File: src/rtl/sample_acquisition_az_if.sv
// Control, parameter and ADC-handshake signals of the auto-zero acquisition sequencer.
// The master modport is the sequencer; the slave modport is the register block / ADC side.
interface sample_acquisition_az_if;
  logic        arm_i;
  logic [23:0] p_clk_count_precharge;
  logic [3:0]  p_azmux_hi;
  logic [3:0]  p_azmux_lo;
  logic        adc_measure_valid_i;
  logic        adc_measure_trig_o;
  logic        sw_pc_ctl_o;
  logic [3:0]  azmux_o;
  logic        meas_complete_o;
  logic [2:0]  az_status_o;
  logic [7:0]  sample_count_o;

  modport master (
    input  arm_i, p_clk_count_precharge, p_azmux_hi, p_azmux_lo, adc_measure_valid_i,
    output adc_measure_trig_o, sw_pc_ctl_o, azmux_o, meas_complete_o, az_status_o,
    sample_count_o
  );

  modport slave (
    output arm_i, p_clk_count_precharge, p_azmux_hi, p_azmux_lo, adc_measure_valid_i,
    input  adc_measure_trig_o, sw_pc_ctl_o, azmux_o, meas_complete_o, az_status_o,
    sample_count_o
  );
endinterface

File: src/rtl/sample_acquisition_az.sv
// Auto-zero sample-acquisition sequencer: alternates HI/LO inputs, each phase a precharge
// interval followed by a triggered ADC measurement. All outputs are registered.
module sample_acquisition_az #(
  parameter logic [23:0] TIMEOUT = 24'd10_000_000
) (
  input logic                      clk,
  input logic                      reset_n,
  sample_acquisition_az_if.master  bus
);

  typedef enum logic [2:0] {
    IDLE, PC_HI, MEAS_HI, PC_LO, MEAS_LO, FAULT
  } state_t;

  state_t      state_q, state_d;
  logic [23:0] cnt_q, cnt_d;
  logic [23:0] pc_len_q;
  logic [3:0]  code_hi_q, code_lo_q;

  logic        trig_q, trig_d;
  logic        sw_pc_q, sw_pc_d;
  logic [3:0]  azmux_q, azmux_d;
  logic        mc_q, mc_d;
  logic [2:0]  status_q, status_d;
  logic [7:0]  count_q, count_d;

  logic        arm_start;
  logic        in_meas;
  logic        valid_ok;
  logic        pc_done;
  logic        timed_out;
  logic [3:0]  code_hi_eff;

  assign arm_start = (state_q == IDLE) && bus.arm_i;
  assign in_meas   = (state_q == MEAS_HI) || (state_q == MEAS_LO);
  // A counter of zero marks the trigger cycle, in which a valid cannot belong to this measurement.
  assign valid_ok  = in_meas && (cnt_q != 24'd0) && bus.adc_measure_valid_i;
  assign pc_done   = (cnt_q == pc_len_q);
  assign timed_out = (cnt_q == TIMEOUT - 24'd1);
  // The hi code is latched on the same edge that first drives it, so bypass the latch then.
  assign code_hi_eff = arm_start ? bus.p_azmux_hi : code_hi_q;

  // NOTE: sequential blocks use non-blocking (<=) so every register samples pre-edge values.
  always_ff @(posedge clk or negedge reset_n) begin
    if (!reset_n) state_q <= IDLE;
    else          state_q <= state_d;
  end

  // NOTE: every always_comb output gets a default first, so no path can infer a latch.
  always_comb begin
    state_d = state_q;
    cnt_d   = cnt_q + 24'd1;
    if ((state_q != IDLE) && !bus.arm_i) begin
      state_d = IDLE;
      cnt_d   = '0;
    end else begin
      case (state_q)
        IDLE: begin
          cnt_d = '0;
          if (bus.arm_i) state_d = PC_HI;
        end
        PC_HI: if (pc_done) begin
          state_d = MEAS_HI;
          cnt_d   = '0;
        end
        PC_LO: if (pc_done) begin
          state_d = MEAS_LO;
          cnt_d   = '0;
        end
        MEAS_HI: if (valid_ok) begin
          state_d = PC_LO;
          cnt_d   = '0;
        end else if (timed_out) begin
          state_d = FAULT;
          cnt_d   = '0;
        end
        MEAS_LO: if (valid_ok) begin
          state_d = PC_HI;
          cnt_d   = '0;
        end else if (timed_out) begin
          state_d = FAULT;
          cnt_d   = '0;
        end
        FAULT:   cnt_d = '0;
        default: begin
          state_d = IDLE;
          cnt_d   = '0;
        end
      endcase
    end
  end

  // Outputs are decoded from the next state so the registered copies line up with the state.
  always_comb begin
    trig_d   = 1'b0;
    sw_pc_d  = 1'b0;
    azmux_d  = 4'b0000;
    status_d = 3'b000;
    mc_d     = mc_q;
    count_d  = count_q;
    case (state_d)
      PC_HI: begin
        azmux_d  = code_hi_eff;
        status_d = 3'b011;
      end
      MEAS_HI: begin
        azmux_d  = code_hi_q;
        sw_pc_d  = 1'b1;
        status_d = 3'b011;
        trig_d   = (state_q != MEAS_HI);
        mc_d     = 1'b0;
      end
      PC_LO: begin
        azmux_d  = code_lo_q;
        status_d = 3'b001;
      end
      MEAS_LO: begin
        azmux_d  = code_lo_q;
        status_d = 3'b001;
        trig_d   = (state_q != MEAS_LO);
      end
      FAULT: begin
        status_d = 3'b100;
        mc_d     = 1'b0;
      end
      default: mc_d = 1'b0;
    endcase
    if ((state_q == MEAS_LO) && (state_d == PC_HI)) begin
      mc_d    = 1'b1;
      count_d = count_q + 8'd1;
    end
  end

  always_ff @(posedge clk or negedge reset_n) begin
    if (!reset_n) begin
      cnt_q     <= '0;
      pc_len_q  <= '0;
      code_hi_q <= '0;
      code_lo_q <= '0;
      trig_q    <= 1'b0;
      sw_pc_q   <= 1'b0;
      azmux_q   <= '0;
      mc_q      <= 1'b0;
      status_q  <= '0;
      count_q   <= '0;
    end else begin
      cnt_q    <= cnt_d;
      trig_q   <= trig_d;
      sw_pc_q  <= sw_pc_d;
      azmux_q  <= azmux_d;
      mc_q     <= mc_d;
      status_q <= status_d;
      count_q  <= count_d;
      if (arm_start) begin
        pc_len_q  <= bus.p_clk_count_precharge;
        code_hi_q <= bus.p_azmux_hi;
        code_lo_q <= bus.p_azmux_lo;
      end
    end
  end

  assign bus.adc_measure_trig_o = trig_q;
  assign bus.sw_pc_ctl_o        = sw_pc_q;
  assign bus.azmux_o            = azmux_q;
  assign bus.meas_complete_o    = mc_q;
  assign bus.az_status_o        = status_q;
  assign bus.sample_count_o     = count_q;

endmodule

File: src/flat_wrapper.sv
// flat-port wrapper written by rule: the top's interface ports become plain ports
module sample_acquisition_az_flat 
#(
  parameter logic [23:0] TIMEOUT = 24'd10_000_000
)
  (clk, reset_n, bus_arm_i, bus_p_clk_count_precharge, bus_p_azmux_hi, bus_p_azmux_lo, bus_adc_measure_valid_i, bus_adc_measure_trig_o, bus_sw_pc_ctl_o, bus_azmux_o, bus_meas_complete_o, bus_az_status_o, bus_sample_count_o);
  sample_acquisition_az_if bus_i ();
  input logic clk;
  input logic reset_n;
  input wire logic [$bits(bus_i.arm_i)-1:0] bus_arm_i;
  input wire logic [$bits(bus_i.p_clk_count_precharge)-1:0] bus_p_clk_count_precharge;
  input wire logic [$bits(bus_i.p_azmux_hi)-1:0] bus_p_azmux_hi;
  input wire logic [$bits(bus_i.p_azmux_lo)-1:0] bus_p_azmux_lo;
  input wire logic [$bits(bus_i.adc_measure_valid_i)-1:0] bus_adc_measure_valid_i;
  output wire logic [$bits(bus_i.adc_measure_trig_o)-1:0] bus_adc_measure_trig_o;
  output wire logic [$bits(bus_i.sw_pc_ctl_o)-1:0] bus_sw_pc_ctl_o;
  output wire logic [$bits(bus_i.azmux_o)-1:0] bus_azmux_o;
  output wire logic [$bits(bus_i.meas_complete_o)-1:0] bus_meas_complete_o;
  output wire logic [$bits(bus_i.az_status_o)-1:0] bus_az_status_o;
  output wire logic [$bits(bus_i.sample_count_o)-1:0] bus_sample_count_o;
  assign bus_i.arm_i = bus_arm_i;
  assign bus_i.p_clk_count_precharge = bus_p_clk_count_precharge;
  assign bus_i.p_azmux_hi = bus_p_azmux_hi;
  assign bus_i.p_azmux_lo = bus_p_azmux_lo;
  assign bus_i.adc_measure_valid_i = bus_adc_measure_valid_i;
  assign bus_adc_measure_trig_o = bus_i.adc_measure_trig_o;
  assign bus_sw_pc_ctl_o = bus_i.sw_pc_ctl_o;
  assign bus_azmux_o = bus_i.azmux_o;
  assign bus_meas_complete_o = bus_i.meas_complete_o;
  assign bus_az_status_o = bus_i.az_status_o;
  assign bus_sample_count_o = bus_i.sample_count_o;
  sample_acquisition_az #(.TIMEOUT(TIMEOUT)) u_core (.clk(clk), .reset_n(reset_n), .bus(bus_i));
endmodule
File: config.mk
export PLATFORM = sky130hd
export DESIGN_NAME = sample_acquisition_az_flat
export DESIGN_NICKNAME = d
export VERILOG_FILES = /design/src/rtl/sample_acquisition_az_if.sv /design/src/rtl/sample_acquisition_az.sv /design/src/flat_wrapper.sv
export SDC_FILE = /design/constraint.sdc
export NUM_CORES = 1
export LEC_CHECK = 0
export ABC_AREA = 1
export CELL_PAD_IN_SITES_DETAIL_PLACEMENT = 1
export CELL_PAD_IN_SITES_GLOBAL_PLACEMENT = 1
export CORE_UTILIZATION = 44
export DETAILED_ROUTE_END_ITERATION = 8
export GPL_ROUTABILITY_DRIVEN = 0
export GPL_TIMING_DRIVEN = 0
export PLACE_DENSITY = 0.86
export SLEW_MARGIN = 40
export SYNTH_ARGS = -nofsm -noshare
export SYNTH_HDL_FRONTEND = slang
export SYNTH_SLANG_ARGS = --single-unit
File: constraint.sdc
create_clock -name clk -period 5.4 [get_ports clk]
set_input_delay 0.81 -clock clk [delete_from_list [all_inputs] [get_ports clk]]
set_output_delay 0.81 -clock clk [all_outputs]
set_load 0.05 [all_outputs]
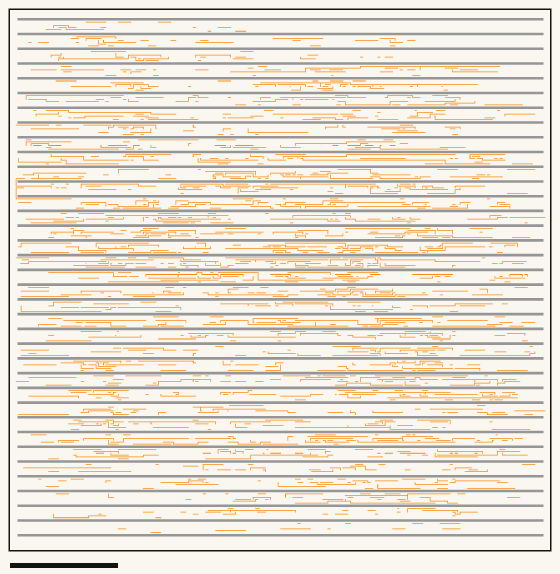
Run 1: met1 routing
Bar = 20 µm. Supply wires on this layer in gray.
nets with wire on the layer: 586
wire length on this layer: 4690 µm
share of all routed wire: 43%
DRT Wirelength: 11000 µm
met1 usage: 28.6%
Vias: 3730

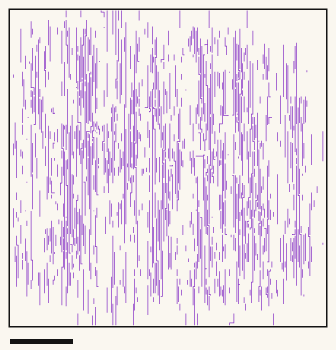
Run 1: met2 routing
Bar = 20 µm.
nets with wire on the layer: 574
wire length on this layer: 5690 µm
share of all routed wire: 52%
longest straight run: 56.1 µm
met2 Usage GRT: 43.7%

==> metrics.yaml, run 1 <==
ff_count: 77
layout-drive-gt1-share_pct: 11.1
crit_arrival_ns: 1.67
comb_power_uw: 669
critPathCapture: "bus_sample_count_o[2]"
grt_max_degree: 44
finalInstanceArea_um2: 5110
inverters: 69
buf_share_pct: 12.4
final_core_util_pct: 55.3
clock_power_share_pct: 22.8
synthDistinctLibCells: 35
flop_cell: "dfrtp_1"
reg2reg_setup_slack_ns: 3.14
clock_skew_ns: 0.00948
lay_top_count: "nand2_1"
synth_stat.cells: 540
fmax_ghz: 0.403
synthesis.area_um2: 4190
ys_warn_count: 0
seqPwrFrac_pct: 42.5
grt_pass1_vias: 4028
die_y_um: 99.6
dp.cells: 723
powerClk_uw: 439
ir_drop_mv: 0.227
worst_slack_ns: 2.92
clk_latency_ns: 0.36
mux_area_share_pct: 2.68
nWellTaps: 129
setup_viol: 0
drt-initial-drc-count: 83
ys_sh_simple_pct: 33.6
yosys_area_um2: 4190
tns_ns: 0
clk_share_pct: 3.75
hold_ws_ns: 0.330
rsz0062_at_grt: "false"
cts_root_buf: "clkbuf_8"
status: "complete, no violations"
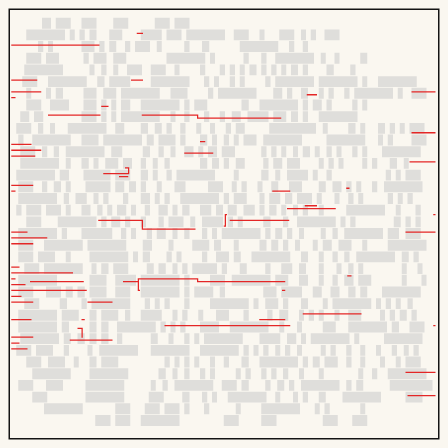
Run 1: signal wires on met3
wire length on this layer: 414 µm
main direction: horizontal
GR Util met3: 5.48%

--- run 2 (diff from run 1) ---
--- a/config.mk
+++ b/config.mk
@@ -8,11 +8,11 @@
 export ABC_AREA = 1
 export CELL_PAD_IN_SITES_DETAIL_PLACEMENT = 1
 export CELL_PAD_IN_SITES_GLOBAL_PLACEMENT = 1
-export CORE_UTILIZATION = 44
+export CORE_UTILIZATION = 37
 export DETAILED_ROUTE_END_ITERATION = 8
 export GPL_ROUTABILITY_DRIVEN = 0
 export GPL_TIMING_DRIVEN = 0
-export PLACE_DENSITY = 0.86
+export PLACE_DENSITY = 0.77
 export SLEW_MARGIN = 40
 export SYNTH_ARGS = -nofsm -noshare
 export SYNTH_HDL_FRONTEND = slang
==> constraint.sdc (replaced) <==
create_clock -name clk -period 2.26 [get_ports clk]
set_input_delay 0.339 -clock clk [delete_from_list [all_inputs] [get_ports clk]]
set_output_delay 0.339 -clock clk [all_outputs]
set_load 0.05 [all_outputs]
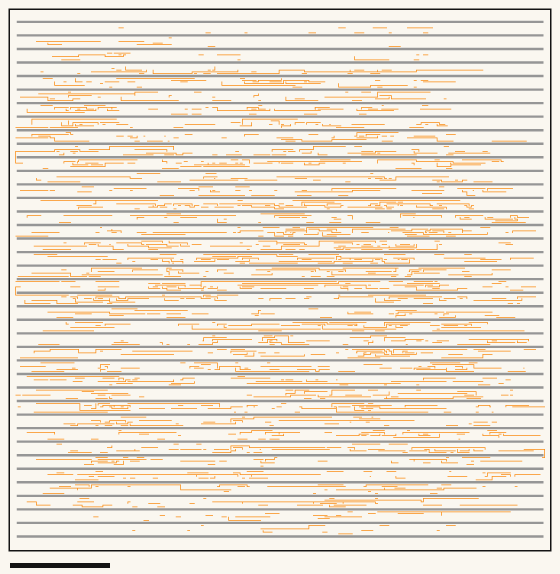
Run 2: met1 routing
Bar = 20 µm. Supply wires on this layer in gray.
Vias: 3715
DRT Wirelength: 11300 µm

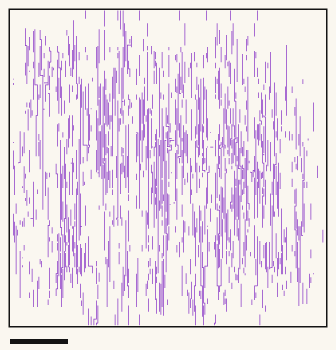
Run 2: met2 routing
Bar = 20 µm.
share of all routed wire: 51%
nets with wire on the layer: 568
main direction: vertical
wire length on this layer: 5780 µm
met2 Usage GRT: 36.8%

==> metrics.yaml, run 2 <==
slew_viol_final: 0  # unchanged
clock_power_share_pct: 32.0  # was 22.8%
nWellTaps: 140  # was 129
grt_pass1_vias: 3871  # was 4028
worst_slack_ns: 0.167  # was 2.92 ns
drv_cap: 0  # unchanged
clk_latency_ns: 0.34  # was 0.36 ns
synth_stat.cells: 540  # unchanged
final_core_util_pct: 49.5  # was 55.3%
clk_path_buf_depth: 2  # unchanged
synthDistinctLibCells: 35  # unchanged
buf_share_pct: 13.0  # was 12.4%
setup_viol: 0  # unchanged
layout-drive-gt1-share_pct: 15.0  # was 11.1%
drt-initial-drc-count: 92  # was 83
reg2reg_setup_slack_ns: 0.17  # was 3.14 ns
flop_cell: "dfrtp_1"  # unchanged
lay_top_count: "nand2_1"  # unchanged
grt_max_degree: 48  # was 44
finalInstanceArea_um2: 5420  # was 5110 µm²
ys_warn_count: 0  # unchanged
crit_arrival_ns: 2.33  # was 1.67 ns
fmax_ghz: 0.478
mux_area_share_pct: 2.68  # unchanged
status: "complete, no violations"  # unchanged
ff_count: 77  # unchanged
clk_share_pct: 6.30  # was 3.75%
nNetsFinal: 653  # was 644
dr_wl_met2_um: 5780  # was 5690 µm
hold_path.class: "in2async"  # unchanged
clock_buffers: 12  # was 10
clock_skew_ns: 0.00700  # was 0.00948 ns
comb_power_uw: 1630  # was 669 µW
ys_sh_simple_pct: 33.6  # unchanged
powerClk_uw: 1690  # was 439 µW
dp.cells: 734  # was 723
tns_ns: 0  # unchanged
overflow: 0  # unchanged
critPathCapture: "u_core.bus.sample_count_o[4]"  # was bus_sample_count_o[2]
grt_util_met1_pct: 24.7  # was 28.6%
finalPower_uw: 5300  # was 1930 µW
ir_drop_mv: 0.496  # was 0.227 mV
die_y_um: 108  # was 99.6 µm
core_area_um2: 10900  # was 9240 µm²
path_common_cell: "nand3_4"
ant_nets: 0  # unchanged
critPathCaptureType: "flop"  # was output port
inverters: 69  # unchanged
synthesis.area_um2: 4190  # unchanged
warning_count: 27  # unchanged
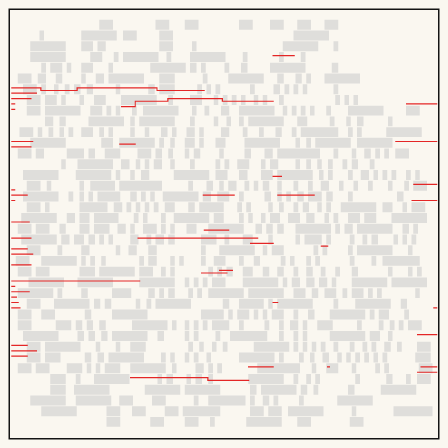
Run 2: signal wires on met3
wire length on this layer: 364 µm
main direction: horizontal
nets with wire on the layer: 39
share of all routed wire: 3.2%
longest straight run: 32.4 µm
GR Util met3: 4.16%

--- run 3 (diff from run 2) ---
--- a/config.mk
+++ b/config.mk
@@ -5,10 +5,10 @@
 export SDC_FILE = /design/constraint.sdc
 export NUM_CORES = 1
 export LEC_CHECK = 0
-export ABC_AREA = 1
 export CELL_PAD_IN_SITES_DETAIL_PLACEMENT = 1
 export CELL_PAD_IN_SITES_GLOBAL_PLACEMENT = 1
-export CORE_UTILIZATION = 37
+export CORE_ASPECT_RATIO = 1.5
+export CORE_UTILIZATION = 39
 export DETAILED_ROUTE_END_ITERATION = 8
 export GPL_ROUTABILITY_DRIVEN = 0
 export GPL_TIMING_DRIVEN = 0
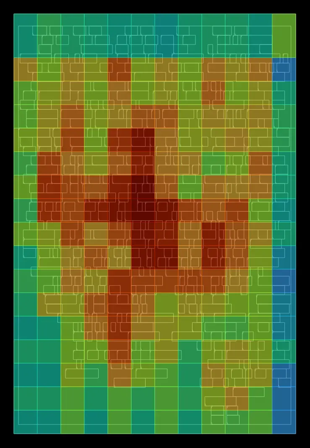
Run 3: track usage over the die
wire per inst: 19.5 µm
met1 usage: 21.7%

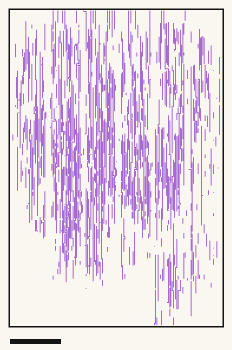
Run 3: met2 routing
Bar = 20 µm.
main direction: vertical
share of all routed wire: 57%
longest straight run: 75.6 µm
nets with wire on the layer: 443
met2 Usage GRT: 40.8%
Vias: 2988
DRT Wirelength: 10800 µm

==> metrics.yaml, run 3 <==
finalPower_uw: 3990  # was 5300 µW
setup_viol: 16  # was 0
clock_buffers: 10  # was 12
synthesis.area_um2: 3820  # was 4190 µm²
ys_sh_simple_pct: 17.1  # was 33.6%
status: "finished with violations"  # was complete, no violations
crit_arrival_ns: 2.72  # was 2.33 ns
critPathCaptureType: "flop"  # unchanged
slew_viol_final: 0  # unchanged
comb_power_uw: 841  # was 1630 µW
overflow: 0  # unchanged
worst_slack_ns: -0.249  # was 0.167 ns
nWellTaps: 112  # was 140
seqPwrFrac_pct: 43.4  # was 37.2%
grt_max_degree: 49  # was 48
flop_cell: "dfrtp_1"  # unchanged
die_y_um: 123  # was 108 µm
mux_area_share_pct: 9.03  # was 2.68%
powerClk_uw: 1420  # was 1690 µW
violations: "setup timing"
ff_count: 77  # unchanged
fmax_ghz: 0.399  # was 0.478 GHz
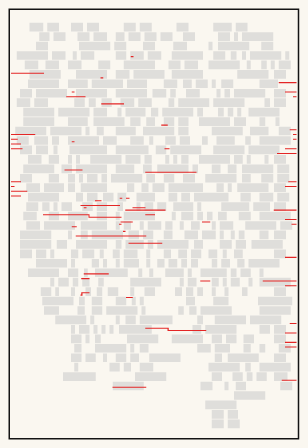
Run 3: signal wires on met3
share of all routed wire: 2.5%
longest straight run: 20.0 µm
wire length on this layer: 267 µm
GR Util met3: 3.94%


## Gallery

M4 wires.
Bar = 20 µm. Supply wires on this layer in gray.
image #1
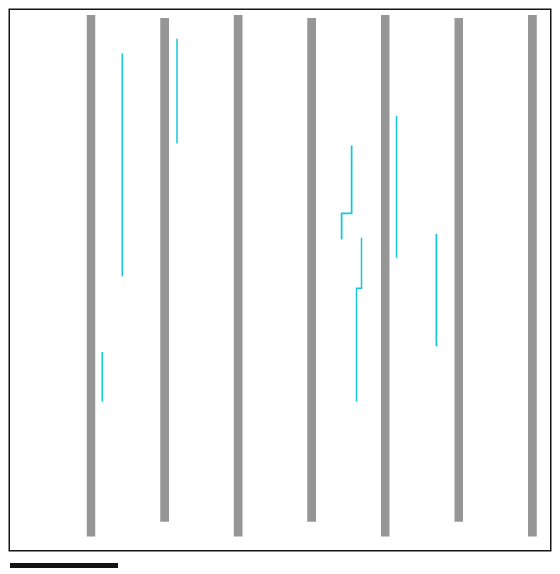
image #2
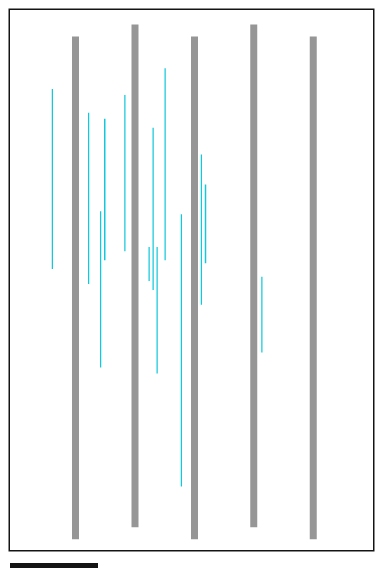
- image #2 = run 3
- image #1 = run 1

Key to image #1:
wire length on this layer: 165 µm
nets with wire on the layer: 5
main direction: vertical

Power and IR drop assume default switching activity.
